## src/rtl/spi_slave_receiver.sv

```systemverilog
// rtl/spi_slave_receiver.sv - Mode-0 SPI slave word receiver with one-word-delayed echo
//
// Purpose:
//   Samples already-synchronized SPI pins in the clk domain, detects sclk
//   edges, assembles MSB-first words and reports them as parallel data.
//   Frame boundaries (cs_n edges) and truncated words are flagged. Each
//   completed word is echoed on miso during the following word slot.
//
// Ports:
//   clk          system clock, all logic on the rising edge
//   reset_n      asynchronous active-low reset
//   sclk         SPI clock (synchronized)
//   mosi         SPI data in (synchronized, same depth as sclk)
//   cs_n         SPI chip select, active low (synchronized, same depth)
//   miso         SPI data out, forced 0 while cs_n is high
//   data_out     last completed word, held until the next one
//   data_valid   one-cycle pulse, data_out is new
//   first_word   with data_valid, word is the first of its frame
//   frame_done   one-cycle pulse after cs_n rises
//   frame_error  with frame_done, cs_n rose in the middle of a word
//   busy         registered copy of ~cs_n

module spi_slave_receiver #(
  parameter int DATA_WIDTH = 8
) (
  input  logic                  clk,
  input  logic                  reset_n,
  input  logic                  sclk,
  input  logic                  mosi,
  input  logic                  cs_n,
  output logic                  miso,
  output logic [DATA_WIDTH-1:0] data_out,
  output logic                  data_valid,
  output logic                  first_word,
  output logic                  frame_done,
  output logic                  frame_error,
  output logic                  busy
);

  localparam int CNT_W = (DATA_WIDTH > 2) ? $clog2(DATA_WIDTH) : 1;
  localparam logic [CNT_W-1:0] LAST_BIT = CNT_W'(DATA_WIDTH - 1);

  logic                  sclk_prev;
  logic                  cs_prev;
  logic [CNT_W-1:0]      bit_cnt;
  logic [DATA_WIDTH-1:0] rx_shift;
  logic [DATA_WIDTH-1:0] tx_shift;
  logic [DATA_WIDTH-1:0] echo_word;
  logic                  first_pending;
  // armed: cs_n has been seen high since reset. cs_prev resets to 1 so that an
  // idle-high cs_n does not fake a frame end, but that alone would turn a cs_n
  // held low across reset into a frame start; armed suppresses that case.
  logic                  armed;
  // in_frame: a genuine frame start has been seen and cs_n has not risen yet.
  // Bits are only collected inside a frame that was properly opened.
  logic                  in_frame;

  logic                  sclk_rise;
  logic                  sclk_fall;
  logic                  frame_start;
  logic                  frame_end;
  logic [DATA_WIDTH-1:0] rx_next;

  assign sclk_rise   = sclk & ~sclk_prev;
  assign sclk_fall   = ~sclk & sclk_prev;
  assign frame_start = ~cs_n & cs_prev & armed;
  assign frame_end   = cs_n & ~cs_prev;
  assign rx_next     = {rx_shift[DATA_WIDTH-2:0], mosi};

  // Host samples miso on its rising edge; tx_shift is updated one clk after
  // each fall, long before the next rise given the minimum phase length.
  assign miso = ~cs_n & tx_shift[DATA_WIDTH-1];

  always_ff @(posedge clk or negedge reset_n) begin
    if (!reset_n) begin
      sclk_prev     <= 1'b0;
      cs_prev       <= 1'b1;
      bit_cnt       <= '0;
      rx_shift      <= '0;
      tx_shift      <= '0;
      echo_word     <= '0;
      first_pending <= 1'b0;
      armed         <= 1'b0;
      in_frame      <= 1'b0;
      data_out      <= '0;
      data_valid    <= 1'b0;
      first_word    <= 1'b0;
      frame_done    <= 1'b0;
      frame_error   <= 1'b0;
      busy          <= 1'b0;
    end else begin
      sclk_prev   <= sclk;
      cs_prev     <= cs_n;
      busy        <= ~cs_n;
      data_valid  <= 1'b0;
      frame_done  <= 1'b0;
      frame_error <= 1'b0;

      if (cs_n) begin
        armed <= 1'b1;
      end

      if (frame_start) begin
        bit_cnt       <= '0;
        rx_shift      <= '0;
        first_pending <= 1'b1;
        in_frame      <= 1'b1;
        // The first word slot of a frame echoes the previous frame's last word.
        tx_shift      <= echo_word;
      end else if (frame_end) begin
        // A cs_n rise wins over a coincident sclk rise: the partial word is
        // dropped and reported through frame_error.
        frame_done  <= 1'b1;
        frame_error <= (bit_cnt != '0);
        bit_cnt     <= '0;
        rx_shift    <= '0;
        in_frame    <= 1'b0;
      end else if (!cs_n && in_frame) begin
        if (sclk_rise) begin
          rx_shift <= rx_next;
          if (bit_cnt == LAST_BIT) begin
            bit_cnt       <= '0;
            data_out      <= rx_next;
            echo_word     <= rx_next;
            data_valid    <= 1'b1;
            first_word    <= first_pending;
            first_pending <= 1'b0;
          end else begin
            bit_cnt <= bit_cnt + CNT_W'(1);
          end
        end

        if (sclk_fall) begin
          // bit_cnt == 0 on a fall means a word has just completed (or none
          // has been clocked yet), so start driving the word to be echoed.
          if (bit_cnt == '0) begin
            tx_shift <= echo_word;
          end else begin
            tx_shift <= {tx_shift[DATA_WIDTH-2:0], 1'b0};
          end
        end
      end
    end
  end

endmodule

```

## config.mk

```make
export PLATFORM = sky130hd
export DESIGN_NAME = spi_slave_receiver
export DESIGN_NICKNAME = d
export VERILOG_FILES = /design/src/rtl/spi_slave_receiver.sv
export SDC_FILE = /design/constraint.sdc
export NUM_CORES = 1
export LEC_CHECK = 0
export CORE_MARGIN = 3
export CORE_UTILIZATION = 40
export DETAILED_ROUTE_END_ITERATION = 8
export GPL_ROUTABILITY_DRIVEN = 1
export SYNTH_ARGS = -nofsm -noshare
export SYNTH_HDL_FRONTEND = slang
export SYNTH_SLANG_ARGS = --single-unit
```

## constraint.sdc

```tcl
create_clock -name clk -period 4.2 [get_ports clk]
set_clock_uncertainty 0.2 [all_clocks]
set_input_delay 1.26 -clock clk [delete_from_list [all_inputs] [get_ports clk]]
set_output_delay 1.26 -clock clk [all_outputs]
set_load 0.02 [all_outputs]
```

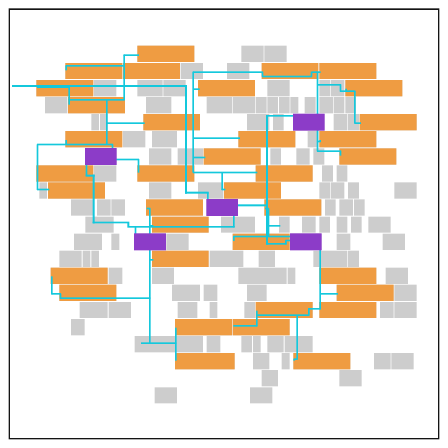
*Clock network drawn from the DEF, run 1*
[clock wires] cyan | length: 410 um
[flip-flops] orange | count: 36
[clock drivers] purple | count: 5
routed clock nets	6
clock group share of total power: 40.7%
clock group power: 294 uW
Late-Pin Clk Latency: 0.28 ns

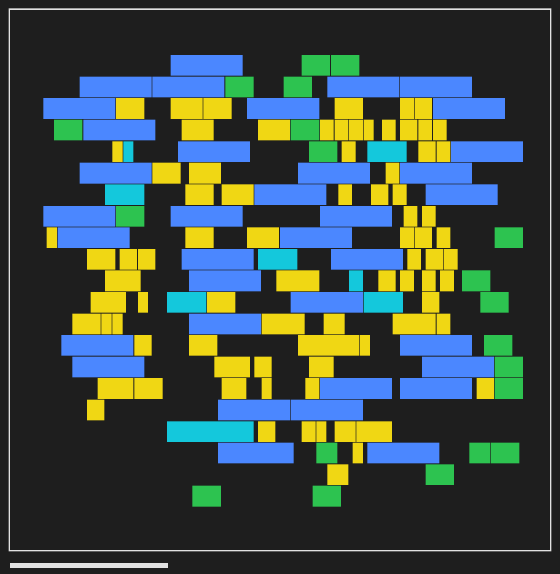
*Cell classes on the final placement, run 1*
The bar under the picture is 20 um long.
class	colour	cells	share of their area
combinational and other logic	yellow	80	33%
other buffers and delay cells	green	20	11%
clock drivers and dummy loads	cyan	8	6.0%
flops	blue	36	50%
Core ar.: 3521 um2
Finished Core Util: 52.84%
fin area: 1861 um2
Seq area share: 48.49%

==> flow_summary.json, run 1 <==
{
  "swShare_pct": 22.28,
  "hold_depth": 1,
  "adder_share_pct": 2.425,
  "relSlewSlack_pct": 53.46,
  "cts_tree": "built",
  "p_switching_uw": 160.8,
  "fp_nets": 132,
  "syn_inst": 124,
  "power_frac_comb_pct": 7.9,
  "ctsResizeCount": 0,
  "dieArea_um2": 4652,
  "top_logic_kind": "AND-OR/OR-AND gates",
  "endpoint_kind": "output port",
  "status": "complete, no violations",
  "period_needed_ns": 3.909,
  "edf_count": 0,
  "intPower_uw": 560.9,
  "die_h_um": 68.21,
  "finalClockPeriodUsage_pct": 93.07,
  "grt_pass1_vias": 1022,
  "avgSynthCellArea_um2": 12.48,
  "yosys.cell_types.count": 29,
  "finalSetupViolCount": 0,
  "fin_ws_ns": 0.2912,
  "drt_iter0_drc": 54,
  "required_ns": 2.74,
  "dp.cells": 182,
  "ys_sh_xor_pct": 0,
  "worst_hold_slack_ns": 0.3049,
  "ir_drop_uv": 217.9,
  "clkTransAtPathRegs_ns": 0.07,
  "syn_area_um2": 1548,
  "vias": 1015,
  "cts-root-buf": "clkbuf_8",
  "wl_per_cell_um": 14.94,
  "htreeDepth": 2,
  "slew_viol_final": 0,
  "chipWidth_um": 68.21,
  "tightest_slew_ns": 0.6928,
  "yosys-stat-cells": 124,
  "cp_slowest_stage_delay_ns": 0.60,
  "cp_cell_sequence": "clkdlybuf4s50_1 > nor2b_1 > clkdlybuf4s50_1",
  "dp_hpwl_um": 2057,
  "numPortBuffers": 18,
  "io_pins": 19,
  "crit-reg2reg-capture": "echo_word[2]",
  "nets": 151,
  "rrSetupSlack_ns": 2.08,
  "clockBufferDepth": 2,
  "power_density_nw_per_um2": 387.9,
  "ys_sh_mux_pct": 7.922,
  "warning_count": 27,
  "grt_pass1_wl_um": 4995,
  "crit_top_cell": "clkdlybuf4s50_1",
  "cp_slowest_cell": "clkdlybuf4s50_1",
  "min_to": "echo_word[7]",
  "dp_slack_ns": 0.2698,
  "rsz0062_at_grt": "false",
  "synthFlopType": "dfrtp_1",
  "arrival_ns": 2.45,
  "ctsHoldBuffers": 0,
  "hold_violations": 0,
  "dpl_cell_area_um2": 1753,
  "viasPerCell": 5.342,
  "ys_ff": 36,
  "cp_num_buf_inv": 2,
  "post_cts_buffers": 0,
  "gp_congestion": 0.7518,
  "instances_no_fill": 190,
  "finalSetupTns_ns": 0,
  "antenna_found_initial": 0,
  "reg2regPathDepth": 5,
  "ant_nets": 0,
  "p_leak_nw": 0.7986,
  "lay_top_count": "dfrtp_1",
  "p_seq_share_pct": 51.4,
  "ys_sh_aoi_pct": 13.58,
  "path_max_fanout": 2,
  "startpoint_type": "input pin",
  "grt-ovfl-total": 0,
  "fp_util_pct": 43.96,
  "drt-total-wl_um": 2838,
  "mostFrequentLayoutCells": "dfrtp_1, clkdlybuf4s50_1, a32o_1",
  "cap_violations": 0,
  "grt_max_degree": 37,
  "path_delay_family": "buffers and inverters",
  "yosysWarnings": 0,
  "drcViolationCount": 0,
  "ys_seq_share_pct": 58.29,
  "drive_above_1_share_pct": 17.36,
  "ys_sh_simple_pct": 13.26,
  "rr_startpoint": "bit_cnt[1]",
  "yosys_area_um2": 1548,
  "num_rows": 21,
  "dr.pass1.iters": 4,
  "diodes": 0,
  "area_delta_synth_final_pct": 20.21,
  "max_freq_ghz": 0.2558,
  "track_usage_pct": 14.82,
  "finalPower_uw": 721.8,
  "hold_path_startpoint": "rx_shift[6]",
  "synth-async-reset-ratio_pct": 100.0,
  "hp-class": "reg2reg",
  "path_class": "in2out"
}
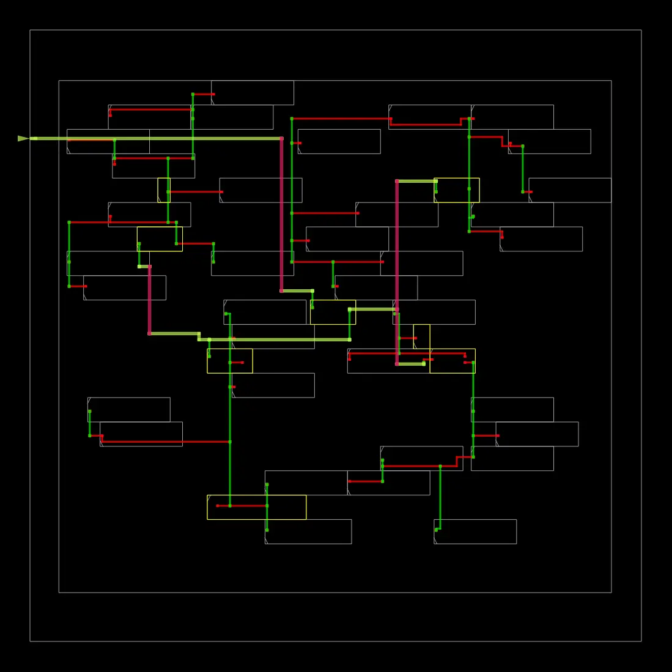
*Clock nets, run 1*
clock sink total: 36
final-layout clock buffer total: 6
flop count: 36
CTS Buf Count: 5

[run 1: cell usage after synthesis, types with 3 or more instances]
cell type  instances  share of area [%]
mux2_4             3                2.9
o21ai_0            9                2.9
nand2_1            3               0.73
mux2_2             6                4.4
a32o_1            10                6.5
dfrtp_1           35                 57
a31oi_1            7                2.8
ha_1               3                2.4
nand3_1            7                2.3
inv_1              6                1.5
nor3_1             7                2.3
clkbuf_1           6                1.5
[run 1: metal layers]
| layer | up-vias | part of all wire (%) | track usage (%) |
|---|---|---|---|
| li1 | 492 | - | - |
| met1 | 494 | 49 | 19.54 |
| met2 | 22 | 45 | 22.14 |
| met3 | 7 | 4.6 | 5.255 |
| met4 | 0 | 1.6 | 5.955 |
| met5 | - | 0 | 0 |
[run 1: worst max-delay path by stage]
stage / from / cells past startpoint / slack [ns] / to
after CTS: cs_n / 3 / 0.27 / miso
after global routing: cs_n / 3 / 0.22 / miso
after global placement: cs_n / 3 / 0.29 / miso
after detailed placement: cs_n / 3 / 0.27 / miso
final: cs_n / 3 / 0.29 / miso
after floorplan: cs_n / 2 / 1.02 / miso
[run 1: final cells by class]
type                    instances  area, um2
flip-flops and latches         36      902.1
clock buffers                   6      72.57
fillers                       324       1660
well taps                      46      57.56
multi-input cells              74      575.6
clock inverters                 2      35.03
repair buffers                 20      195.2
inverters                       6      22.52
[run 1: power groups by stage]
stage,Clock [mW],Sequential (mW),Combinational (mW)
2_1_floorplan,0,0.376,0.0364
3_3_place_gp,0,0.377,0.0568
3_5_place_dp,0,0.378,0.0587
4_1_cts,0.298,0.371,0.0589
5_1_grt,0.315,0.373,0.0655
6_report,0.294,0.371,0.0573
[run 1: flip-flops by register name (all words and copies together), names as in the netlist, 3 cells and up]
register / cells
rx_shift: 7
bit_cnt: 3
tx_shift: 8
echo_word: 8
--- run 2 (diff from run 1) ---
--- a/config.mk
+++ b/config.mk
@@ -5,6 +5,7 @@
 export SDC_FILE = /design/constraint.sdc
 export NUM_CORES = 1
 export LEC_CHECK = 0
+export CAP_MARGIN = 10
 export CORE_MARGIN = 3
 export CORE_UTILIZATION = 40
 export DETAILED_ROUTE_END_ITERATION = 8
==> constraint.sdc (replaced) <==
create_clock -name clk -period 3.76 [get_ports clk]
set_clock_uncertainty 0.2 [all_clocks]
set_input_delay 1.128 -clock clk [delete_from_list [all_inputs] [get_ports clk]]
set_output_delay 1.128 -clock clk [all_outputs]
set_load 0.02 [all_outputs]
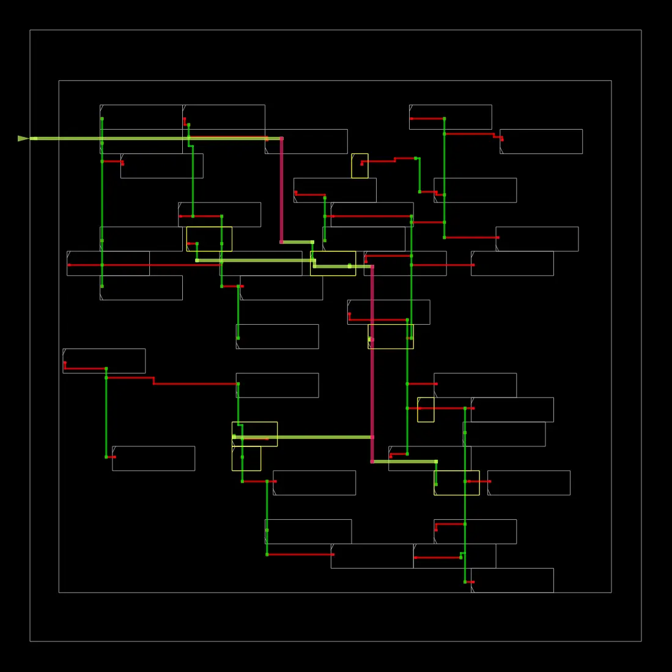
*Clock nets, run 2*
clock group power: 265 uW
final-layout clock buffer total: 5

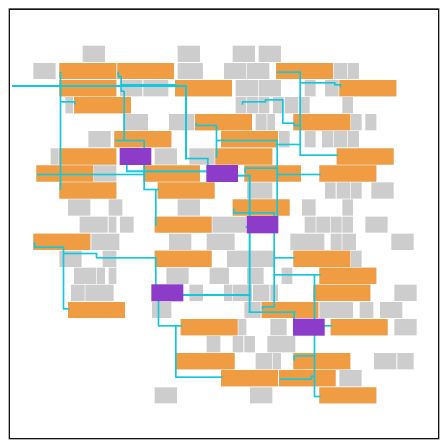
*Clock network drawn from the DEF, run 2*
[clock wires] cyan | length: 421 um
[clock drivers] purple | count: 5
[flip-flops] orange | count: 36
flops lie	all over the die
clock group share of total power: 35.7%

==> run 2 against run 1 <==
- sequential power up 12%
- utilization down 0.36 points
- combinational power up 13%
- first-iteration DRC count up 20%
- cell count up 0.53%
- sequential cell count unchanged
- hold slack better by 0.0098 ns
- synthesized cell count unchanged
- via count up 2.6%
- highest routed layer unchanged
==> flow_summary.json, run 2 <==
{
  "path_class": "in2out",
  "adder_share_pct": 2.425,
  "grt_max_degree": 37,
  "cts.sinks": 36,
  "ir_drop_uv": 215.2,
  "diodes": 0,
  "synth.most_common_cell": "dfrtp_1",
  "nets": 152,
  "hp-class": "reg2reg",
  "grt_pass1_vias": 1025,
  "drcViolationCount": 0,
  "fin_ws_ns": 0.1159,
  "chipWidth_um": 68.21,
  "num_rows": 21,
  "hold_violations": 0,
  "reg_top3": "echo_word (8), tx_shift (8), rx_shift (7)",
  "drt_iter0_drc": 65,
  "p_leak_nw": 0.7967,
  "netlist_top_cells_count": "dfrtp_1, a32o_1, o21ai_0",
  "mostFrequentLayoutCells": "dfrtp_1, clkdlybuf4s50_1, a32o_1",
  "min_to": "first_word",
  "fillCellCount": 324,
  "synthFlopType": "dfrtp_1",
  "drive_above_1_share_pct": 18.62,
  "dp_slack_ns": 0.09545,
  "track_usage_pct": 14.61,
  "dieArea_um2": 4652,
  "max_freq_ghz": 0.2744,
  "die_h_um": 68.21,
  "ys_seq_share_pct": 58.29,
  "finalPower_uw": 743.7,
  "synth-async-reset-ratio_pct": 100.0,
  "warning_count": 27,
  "io_pins": 19,
  "period_needed_ns": 3.644,
  "rr_startpoint": "cs_prev",
  "slew_viol_final": 0,
  "required_ns": 2.43,
  "dp.cells": 183,
  "ant_nets": 0,
  "avgSynthCellArea_um2": 12.48,
  "ys_sh_mux_pct": 7.922,
  "area_delta_synth_final_pct": 19.40,
  "endpoint_kind": "output port",
  "grt_pass1_wl_um": 4968,
  "ys_ff": 36,
  "hold_path_startpoint": "first_word",
  "yosys.cell_types.count": 29,
  "tightest_slew_ns": 0.6670,
  "instances_no_fill": 191,
  "status": "complete, no violations",
  "core_area_um2": 3521,
  "dp_hpwl_um": 2063,
  "fp_nets": 132,
  "yosys-stat-cells": 124,
  "cts_buffers": 5,
  "reg2regPathDepth": 4,
  "dpl_cell_area_um2": 1760,
  "rsz0062_at_grt": "false",
  "crit-reg2reg-capture": "first_word",
  "viasPerCell": 5.450,
  "hold_depth": 1,
  "ys_sh_aoi_pct": 13.58,
  "top_logic_kind": "AND-OR/OR-AND gates",
  "finalClockPeriodUsage_pct": 96.92,
  "clkTransAtPathRegs_ns": 0.07,
  "arrival_ns": 2.32,
  "rrSetupSlack_ns": 1.79,
  "relSlewSlack_pct": 55.34,
  "final_core_util_pct": 52.49,
  "post_cts_buffers": 0,
  "ctsResizeCount": 0,
  "numPortBuffers": 18,
  "area_leaders": "dfrtp_1, a32o_1, mux2_2",
  "fin_area_um2": 1848,
  "grt-ovfl-total": 0,
  "yosys.area.top_type_share_pct": 56.59,
  "lay_top_count": "dfrtp_1",
  "wl_per_cell_um": 15.36,
  "path_max_fanout": 2,
  "synth_area_leader_cell": "dfrtp_1",
  "syn_inst": 124,
  "ys_sh_xor_pct": 0,
  "edf_count": 0,
  "cts-root-buf": "clkbuf_8",
  "gp_congestion": 0.7579,
  "syn_area_um2": 1548,
  "ctsHoldBuffers": 0,
  "ys_sh_simple_pct": 13.26,
  "clk_latency_ns": 0.28,
  "startpoint_type": "input pin",
  "yosys_area_um2": 1548,
  "clockBufferDepth": 2,
  "cap_violations": 0,
  "finalSetupViolCount": 0,
  "vias": 1041,
  "power_density_nw_per_um2": 402.4
}
[run 2: cell counts after synthesis]
Identical to the previous run, type by type.
[run 2: kinds of logic (layout without fill, tap and decap cells)]
group / count (synthesis) / in the layout
flip-flops: 36 / 36
AND/OR/NAND/NOR: 32 / 32
AND-OR/OR-AND: 29 / 29
buffers and inverters: 14 / 35
multiplexers: 10 / 10
adder cells (fa/ha/maj): 3 / 3
[run 2: where the power goes]
part           internal [mW]  switching (mW)
clock                  0.129           0.136
combinational         0.0257          0.0392
sequential             0.404         0.00946
[run 2: layout make-up]
type / count / area, um2 / area share, %
Sequential cell: 36 / 902.1 / 48.82
Multi-Input combinational cell: 74 / 575.6 / 31.14
Timing Repair Buffer: 21 / 202.7 / 10.97
Clock buffer: 5 / 68.82 / 3.724
Tap cell: 46 / 57.56 / 3.114
Inverter: 6 / 22.52 / 1.219
Clock inverter: 3 / 18.77 / 1.016
[run 2: worst max-delay path, stage by stage]
cell	delay [ns]
clkdlybuf4s50_1	0.46
nor2b_1	0.13
clkdlybuf4s50_1	0.60
[run 2: routing by layer]
| layer | wire [um] | GRT usage (%) |
|---|---|---|
| met5 | 0 | 0 |
| met4 | 33 | 4.467 |
| met3 | 162 | 5.419 |
| met2 | 1380 | 22.62 |
| met1 | 1358 | 19.03 |
[run 2: worst max-delay path by stage]
stage               endpoint  depth (start not counted)  startpoint
detailed placement      miso                          3        cs_n
finish                  miso                          3        cs_n
floorplan               miso                          2        cs_n
global route            miso                          3        cs_n
global placement        miso                          3        cs_n
CTS                     miso                          3        cs_n
--- run 3 (diff from run 2) ---
--- a/config.mk
+++ b/config.mk
@@ -8,6 +8,7 @@
 export CAP_MARGIN = 10
 export CORE_MARGIN = 3
 export CORE_UTILIZATION = 40
+export CTS_CLUSTER_DIAMETER = 150
 export DETAILED_ROUTE_END_ITERATION = 8
 export GPL_ROUTABILITY_DRIVEN = 1
 export SYNTH_ARGS = -nofsm -noshare
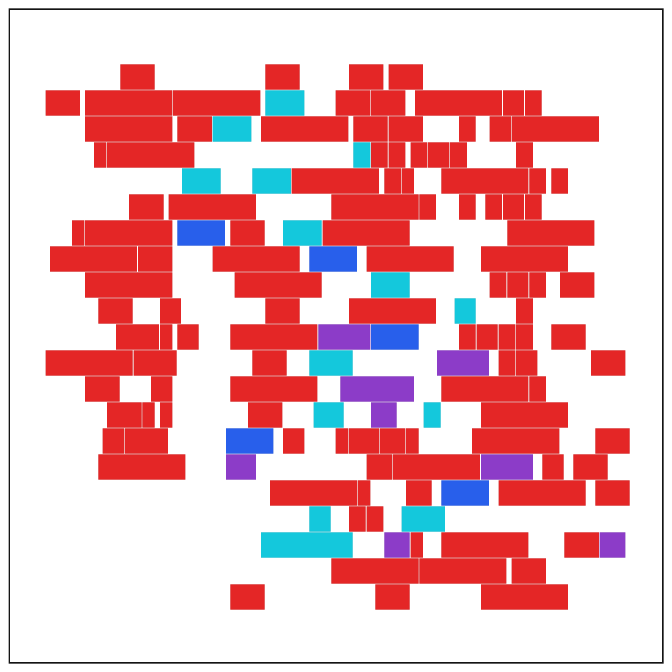
*Sizing map, run 3*
size	colour	cells	share
_3 and _4 cells	purple	8	5.5%
_2 cells	cyan	14	9.7%
_6 and larger	blue	5	3.4%
_0 and _1 cells	red	118	81%
worst path setup slack after routing: 0.1159 ns
Non-clk bufs: 21

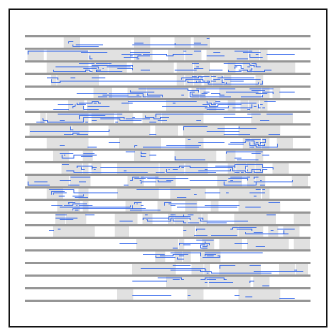
*Metal 1, run 3*
Supply wires on this layer in grey.
wire length on this layer	1360 um
main direction	horizontal
share of all routed wire	46%
final wirelength: 2934 um
met1 Use GR: 19.03%

==> run 3 against run 2 <==
- combinational power hardly changed
- wire length stayed put
- cell area stayed put
- sequential share of layout area stayed put
- count of clock-buffer cells in the layout stayed put
- total power stayed put
- sequential power hardly changed
- global-route usage stayed put
- synthesized cell count stayed put
- utilization stayed put
- largest power group unchanged
==> flow_summary.json, run 3 <==
{
  "status": "complete, no violations",
  "cts_buffers": 5,
  "arrival_ns": 2.32,
  "grt_max_degree": 37,
  "path_class": "in2out",
  "yosys-stat-cells": 124,
  "clk_latency_ns": 0.28,
  "ant_nets": 0,
  "dp_slack_ns": 0.09545,
  "ctsHoldBuffers": 0,
  "nets": 152,
  "rsz0062_at_grt": "false",
  "drt_iter0_drc": 65,
  "synth.most_common_cell": "dfrtp_1",
  "yosys.cell_types.count": 29,
  "edf_count": 0,
  "synth-async-reset-ratio_pct": 100.0,
  "fp_nets": 132,
  "top_usage_layer": "met2",
  "slew_viol_final": 0,
  "ys_seq_share_pct": 58.29,
  "grt-ovfl-total": 0,
  "wl_per_cell_um": 15.36,
  "required_ns": 2.43,
  "core_area_um2": 3521,
  "finalClockPeriodUsage_pct": 96.92,
  "ys_ff": 36,
  "ir_drop_uv": 215.2,
  "finalPower_uw": 743.7,
  "finalSetupViolCount": 0,
  "period_needed_ns": 3.644,
  "p_leak_nw": 0.7967,
  "num_rows": 21,
  "relSlewSlack_pct": 55.34,
  "diodes": 0,
  "yosys.area.top_type_share_pct": 56.59,
  "top_logic_kind": "AND-OR/OR-AND gates",
  "yosys_area_um2": 1548,
  "syn_area_um2": 1548,
  "cts-root-buf": "clkbuf_8",
  "gp_congestion": 0.7579,
  "adder_share_pct": 2.425,
  "lay_top_count": "dfrtp_1",
  "chipWidth_um": 68.21,
  "synth_area_leader_cell": "dfrtp_1",
  "synthFlopType": "dfrtp_1",
  "ys_sh_xor_pct": 0,
  "avgSynthCellArea_um2": 12.48,
  "netlist_top_cells_count": "dfrtp_1, a32o_1, o21ai_0",
  "syn_inst": 124,
  "area_leaders": "dfrtp_1, a32o_1, mux2_2",
  "ys_sh_mux_pct": 7.922,
  "clkTransAtPathRegs_ns": 0.07,
  "endpoint_kind": "output port",
  "die_h_um": 68.21,
  "track_usage_pct": 14.61,
  "dp_hpwl_um": 2063,
  "ys_sh_simple_pct": 13.26,
  "path_max_fanout": 2,
  "io_pins": 19,
  "dieArea_um2": 4652,
  "grt_pass1_wl_um": 4968,
  "ys_sh_aoi_pct": 13.58,
  "tightest_slew_ns": 0.6670,
  "area_delta_synth_final_pct": 19.40
}
-- run 3: path summary, 6_finish.rpt --
path                            start           to  slack (ns)  cells past startpoint
setup / recovery                 cs_n         miso        0.12                      3
hold / removal             first_word   first_word        0.31                      1
setup reg to reg              cs_prev   first_word        1.79                      4
hold reg to reg            first_word   first_word        0.31                      1
max in group asynchronous     reset_n      cs_prev        1.97                      2
min in group asynchronous     reset_n  tx_shift[3]        1.05                      2
-- run 3: per-layer routing --
| layer | wire [um] | vias up |
|---|---|---|
| met4 | 33 | 0 |
| li1 | - | 489 |
| met2 | 1380 | 26 |
| met5 | 0 | - |
| met1 | 1358 | 520 |
| met3 | 162 | 6 |
-- run 3: kinds of logic after synthesis --
| logic type | count (synthesis) |
|---|---|
| DFF | 36 |
| AOI/OAI and AO/OA | 29 |
| and+or+nand+nor | 32 |
| muxes | 10 |
| adders and majority gates | 3 |
| buffers and inverters | 14 |
-- run 3: where the power goes --
group / total, mW / switching, mW / internal [mW]
logic: 0.0649 / 0.0392 / 0.0257
registers: 0.414 / 0.00946 / 0.404
clock network: 0.265 / 0.136 / 0.129
-- run 3: critical path: stages --
cell and delay [ns]:
clkdlybuf4s50_1 0.46, nor2b_1 0.13, clkdlybuf4s50_1 0.60
-- run 3: area by class of cell --
cell class / instances / area (um2)
Tap cell: 46 / 57.56
Clock inverter: 3 / 18.77
Inverter: 6 / 22.52
Multi-Input combinational cell: 74 / 575.6
Clock buffer: 5 / 68.82
Timing Repair Buffer: 21 / 202.7
Sequential cell: 36 / 902.1
Fill cell: 324 / 1673
-- run 3: through the flow --
stage / util, % / instances
2_1_floorplan: - / 124
3_3_place_gp: 50.00 / 183
3_5_place_dp: 50.00 / 183
4_1_cts: 52.49 / 191
5_1_grt: 52.49 / 191
6_report: 52.49 / 191
Power figures rest on the tool's default switching activity, not on a simulated workload.
